run_1/class_map.png
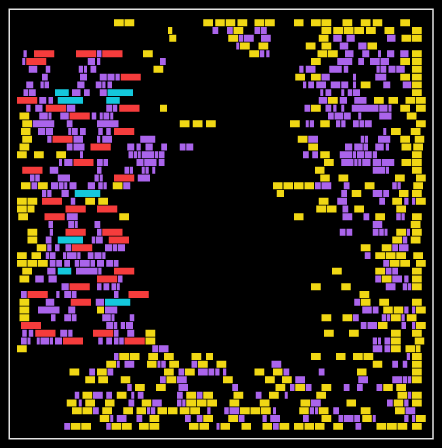
run_1/congestion_map.png
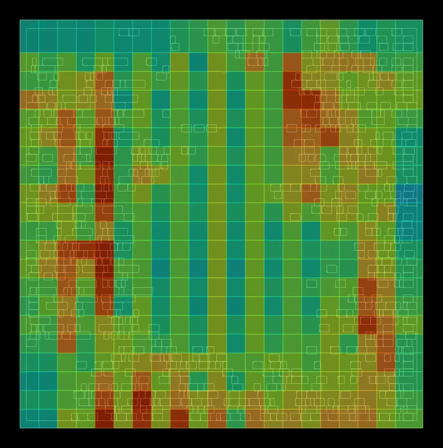
run_1/floorplan.png
Bar = 50 um. Pins as bars on the die edge.
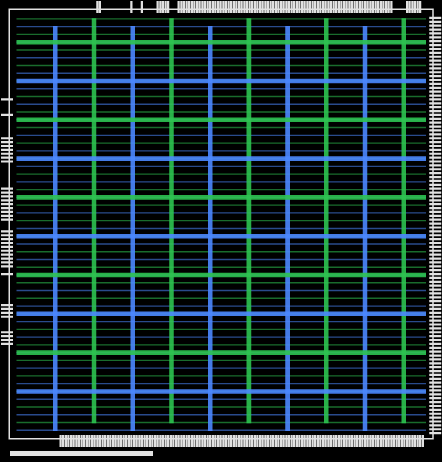
==> src/rtl/arm_mem_pkg.sv <==
// Shared types and constants for the MEM-stage cache controller slice.
package arm_mem_pkg;

  localparam logic [31:0] BASE_ADDR_DEFAULT = 32'd1024;
  localparam int unsigned CACHE_ADDR_W      = 17;
  localparam int unsigned LINE_W            = 64;
  localparam int unsigned WORD_W            = 32;
  localparam int unsigned CNT_W             = 16;

  typedef enum logic [1:0] {
    IDLE,
    RD_MISS,
    WR
  } cc_state_t;

endpackage

==> src/rtl/cache_controller_sat_counter.sv <==
// Event counter that sticks at all-ones instead of wrapping.
module sat_counter #(
  parameter int unsigned WIDTH = 16
) (
  input  logic             clk_i,
  input  logic             clear_i,
  input  logic             inc_i,
  output logic [WIDTH-1:0] count_o
);

  logic [WIDTH-1:0] count_q;
  logic [WIDTH-1:0] count_d;

  always_comb begin
    count_d = count_q;
    if (inc_i && (count_q != '1)) begin
      count_d = count_q + 1'b1;
    end
  end

  always_ff @(posedge clk_i) begin
    if (clear_i) begin
      count_q <= '0;
    end else begin
      count_q <= count_d;
    end
  end

  assign count_o = count_q;

endmodule

==> src/rtl/cache_controller.sv <==
// Sequences MEM-stage loads/stores between the 2-way data cache and SRAM:
// hits served from cache, misses line-filled, stores write-through with invalidate.
module cache_controller
  import arm_mem_pkg::*;
#(
  parameter logic [31:0] BASE_ADDR = BASE_ADDR_DEFAULT
) (
  input  logic                    clk,
  input  logic                    rst,
  input  logic                    mem_r_en,
  input  logic                    mem_w_en,
  input  logic [31:0]             address,
  input  logic [WORD_W-1:0]       wdata,
  output logic [WORD_W-1:0]       rdata,
  output logic                    ready,
  output logic [CACHE_ADDR_W-1:0] cache_address,
  output logic                    cache_write_en,
  output logic                    cache_read_en,
  output logic                    cache_invoke_en,
  output logic [LINE_W-1:0]       cache_write_data,
  input  logic                    cache_hit,
  input  logic [WORD_W-1:0]       cache_read_data,
  output logic                    sram_r_en,
  output logic                    sram_w_en,
  output logic [31:0]             sram_address,
  output logic [WORD_W-1:0]       sram_wdata,
  input  logic [LINE_W-1:0]       sram_rdata,
  input  logic                    sram_ready,
  output logic [CNT_W-1:0]        hit_count,
  output logic [CNT_W-1:0]        miss_count
);

  cc_state_t state_q;
  cc_state_t state_d;
  logic      addr_borrow;
  logic      hit_inc;
  logic      miss_inc;

  // Bits [18:2] of (address - BASE_ADDR): the byte-offset borrow is folded in
  // so the discarded low/high bits of the full 32-bit difference never exist.
  assign addr_borrow   = (address[1:0] < BASE_ADDR[1:0]);
  assign cache_address = address[18:2] - BASE_ADDR[18:2] - {{(CACHE_ADDR_W-1){1'b0}}, addr_borrow};

  assign sram_address  = address;
  assign sram_wdata    = wdata;

  always_comb begin
    state_d          = state_q;
    rdata            = '0;
    ready            = 1'b0;
    cache_write_en   = 1'b0;
    cache_read_en    = 1'b0;
    cache_invoke_en  = 1'b0;
    cache_write_data = '0;
    sram_r_en        = 1'b0;
    sram_w_en        = 1'b0;
    hit_inc          = 1'b0;
    miss_inc         = 1'b0;

    unique case (state_q)
      IDLE: begin
        if (mem_w_en) begin
          cache_invoke_en = 1'b1;
          sram_w_en       = 1'b1;
          state_d         = WR;
        end else if (mem_r_en) begin
          if (cache_hit) begin
            cache_read_en = 1'b1;
            rdata         = cache_read_data;
            ready         = 1'b1;
            hit_inc       = 1'b1;
          end else begin
            sram_r_en = 1'b1;
            miss_inc  = 1'b1;
            state_d   = RD_MISS;
          end
        end else begin
          ready = 1'b1;
        end
      end

      RD_MISS: begin
        if (sram_ready) begin
          cache_write_en   = 1'b1;
          cache_write_data = sram_rdata;
          rdata            = cache_address[0] ? sram_rdata[63:32] : sram_rdata[31:0];
          ready            = 1'b1;
          state_d          = IDLE;
        end else begin
          sram_r_en = 1'b1;
        end
      end

      WR: begin
        if (sram_ready) begin
          ready   = 1'b1;
          state_d = IDLE;
        end else begin
          sram_w_en = 1'b1;
        end
      end

      default: begin
        state_d = IDLE;
      end
    endcase
  end

  always_ff @(posedge clk) begin
    if (rst) begin
      state_q <= IDLE;
    end else begin
      state_q <= state_d;
    end
  end

  sat_counter #(
    .WIDTH (CNT_W)
  ) u_hit_cnt (
    .clk_i   (clk),
    .clear_i (rst),
    .inc_i   (hit_inc),
    .count_o (hit_count)
  );

  sat_counter #(
    .WIDTH (CNT_W)
  ) u_miss_cnt (
    .clk_i   (clk),
    .clear_i (rst),
    .inc_i   (miss_inc),
    .count_o (miss_count)
  );

endmodule

==> config.mk <==
export PLATFORM = sky130hd
export DESIGN_NAME = cache_controller
export DESIGN_NICKNAME = d
export VERILOG_FILES = /design/src/rtl/arm_mem_pkg.sv /design/src/rtl/cache_controller_sat_counter.sv /design/src/rtl/cache_controller.sv
export SDC_FILE = /design/constraint.sdc
export NUM_CORES = 1
export LEC_CHECK = 0
export CAP_MARGIN = 20
export CORE_AREA = 2 2 146 148
export DETAILED_ROUTE_END_ITERATION = 7
export DIE_AREA = 0 0 148 150
export PLACE_DENSITY = 0.53
export SETUP_SLACK_MARGIN = 0.5
export SKIP_LAST_GASP = 1
export SLEW_MARGIN = 20
export SYNTH_ARGS = -nofsm -noshare
export SYNTH_HDL_FRONTEND = slang
export SYNTH_HIERARCHICAL = 1
export SYNTH_SLANG_ARGS = --single-unit
export TNS_END_PERCENT = 50
==> constraint.sdc <==
create_clock -name clk -period 7.1 [get_ports clk]
set_clock_uncertainty 0.15 [all_clocks]
set_input_delay 1.775 -clock clk [delete_from_list [all_inputs] [get_ports clk]]
set_output_delay 1.775 -clock clk [all_outputs]
set_load 0.02 [all_outputs]
==> flow_summary.json <==
{
  "outcome": "completed",
  "min_period_ns": 6.36,
  "grt_usage_pct": 15.3,
  "setup_viol_count_final": 0,
  "finalHoldViolations": 0,
  "dr.pass1.iters": 4,
  "yosys_warnings": 6,
  "logic_area_sq_um": 2700,
  "simple_gate_share_pct": 33.4,
  "finalSetupTns_ns": 0,
  "place.gp.congestion": 0.830,
  "cts-root-buf": "clkbuf_16",
  "hp-class": "flip-flop to flip-flop",
  "cts_buffer_depth": 2,
  "drv_cap": 0,
  "fa_ha_area_share_pct": 4.30,
  "nets": 933,
  "mux_share_pct": 9.16,
  "cpMostUsedCell": "clkdlybuf4s50_1",
  "cts_made_buffers": 5,
  "worstSkewPairLatency_ns": 0.28,
  "maxSlewViolCount": 0,
  "cp_top_family": "buffers and inverters",
  "regArea_sq_um": 681,
  "grt-ovfl-total": 0,
  "cts_hold_buf": 0,
  "synthFlopType": "dfxtp_1",
  "pin_count": 381,
  "ctsHtreeMaxLevel": 2,
  "ys_seq_share_pct": 16.7,
  "tool_warnings": 30,
  "vias": 4785,
  "critPathLaunchType": "input pin",
  "avgSynthCellArea_sq_um": 7.34,
  "cellPowerDensity_nw_per_um2": 107,
  "port-buffer-count": 286,
  "use_met1_pct": 19.6,
  "worstPathMaxFanout": 7,
  "ys_cells": 555,
  "fillers": 2218,
  "grt_start_max_net_pins": 67,
  "whs_ns": 0.386,
  "routed_wl_um": 18000,
  "cp_slowest_cell": "clkdlybuf4s50_1",
  "cts_tree": "done",
  "dp_hpwl_um": 13800,
  "syn_inst": 555,
  "synthesis.area_sq_um": 4070,
  "holdPathStages": 2,
  "dp_cells": 1021,
  "drtIter0Drc": 170,
  "slowest_delay_ns": 0.62,
  "drc_errors": 0,
  "relSlewSlack_pct": 43.1,
  "worstPathRequired_ns": 5.18,
  "yosysTopAreaCell": "dfxtp_1",
  "clkTransAtPathRegs_ns": 0.05,
  "numSynthFlops": 34,
  "critical_path_buf_inv_count": 3,
  "edf_count": 0,
  "path_class": "input pin to output pin",
  "path_cells": "clkdlybuf4s50_1 -> inv_1 -> ha_1 -> o21bai_1 -> a221oi_4 -> o311ai_0 -> xnor2_1 -> clkdlybuf4s50_1",
  "yosysUniqueCellTypes": 52,
  "fin_cells": 1031,
  "fmax_ghz": 0.157,
  "cts_sinks": 34,
  "yosys-top-cells-area": "dfxtp_1, buf_4, and3_1",
  "drive_gt1_share_pct": 4.51,
  "ant_nets": 0,
  "initCoreUtil_pct": 19.7,
  "p_leak_nw": 2.69,
  "end_kind": "output pin",
  "cp_num_cells": 8,
  "ys_sh_aoi_pct": 15.6
}
-- class_map.png (at the start) --
| color | class | cells | share of their area |
|---|---|---|---|
| yellow | remaining buffers and delay cells | 292 | 44% |
| cyan | clock drivers and dummy loads | 8 | 2.6% |
| red | registers | 34 | 10% |
| purple | remaining logic cells | 420 | 43% |
Rows: 53
Util after Layout: 33.2%
Core Box Area: 20700 sq um
Seq/total area: 9.91%
Design Area, Final: 6870 sq um

-- congestion_map.png (at the start) --
global-route met3 utilization: 4.12%
met2 usage: 25.6%
post-DR wirelength/cell: 17.5 um
layer with the highest usage: met2

-- floorplan.png (at the start) --
| color | net |
|---|---|
| green | VDD |
| blue | VSS |
met4 straps: 10
signal pins: 381
met5 straps: 10
met1 rails: 54
rows: 53
VDD IR-drop max: 0.000173 V
die height: 150 um
die width: 148 um

[run 1: state kept, by name (all words and copies together), names as in the netlist]
name	flops
u_hit_cnt/count_o	16
u_miss_cnt/count_o	16
state_q	2
[run 1: power by group]
part           internal (mW)  total, mW  switching [mW]
Sequential             0.193      0.194         0.00183
Clock                  0.159      0.242          0.0833
Combinational          0.154      0.299           0.145
[run 1: cell type report]
| type | instances | area share (%) |
|---|---|---|
| diodes | 2 | 0.0729 |
| clock buffers | 8 | 2.42 |
| inverters | 19 | 1.04 |
| multi-input cells | 401 | 39.3 |
| flip-flops and latches | 34 | 9.91 |
| well taps | 275 | 5.01 |
| repair buffers | 292 | 42.2 |
[run 1: layout by cell type (no fill, tap or decap), types with 4 or more instances in the layout]
master	count
xnor2_1	11
mux2i_1	35
buf_4	6
nand3_1	14
nand4_1	7
and4_1	6
or4_1	16
dfxtp_1	34
or3_1	7
nor3_1	10
inv_1	19
o31ai_1	12
o21ai_0	40
and3_1	66
o211ai_1	4
a21oi_1	26
clkbuf_16	5
nor4_1	6
nor2_1	21
xor2_1	5
ha_1	13
nor2b_1	5
o311ai_0	4
clkdlybuf4s50_1	284
a21o_1	4
nand2_1	49
[run 1: logic make-up after synthesis]
logic type,count (synthesis)
and+or+nand+nor,230
DFF,34
AOI/OAI and AO/OA,104
buffers and inverters,120
adders and majority gates,14
muxes,37
xor gates and xnor gates,16
[run 1: final timing paths]
kind,from,slack (ns),end
setup / recovery,address[3],0.74,cache_address[14]
hold / removal,u_miss_cnt/count_o[0],0.39,u_miss_cnt/count_o[0]
setup reg to reg,state_q[0],3.99,u_hit_cnt/count_o[11]
hold reg to reg,u_miss_cnt/count_o[0],0.39,u_miss_cnt/count_o[0]
[run 1: metal layers]
metal | share of wire [%] | wire (um) | vias to the layer above
li1 | - | - | 2360
met1 | 42 | 7640 | 2178
met4 | 1.3 | 235 | 0
met5 | 0 | 0 | -
met3 | 9.0 | 1630 | 14
met2 | 47 | 8500 | 233
[run 1: stage by stage]
step / instance area (sq um) / util (%)
after floorplan: 4070 / -
after global placement: 6680 / 32.3
after detailed placement: 6680 / 32.3
after CTS: 6850 / 33.1
after global routing: 6860 / 33.2
final: 6870 / 33.2
[run 1: what timing repair did]
item	4_1_cts	5_1_grt
endpoints found under the setup margin	0	1
hold endpoints to repair	0	0
setup buffers	0	0
gates resized	0	1
[run 1: worst register-to-register path, delay by kind of cell (launching register included)]
family	cells	cell delay, ns
buffers and inverters	2	0.38
multiplexers	1	0.37
AND/OR/NAND/NOR	4	1.57
adder cells (fa/ha/maj)	1	0.19
flip-flops	1	0.34
No activity file was given, so power comes from the tool's default toggle rates.
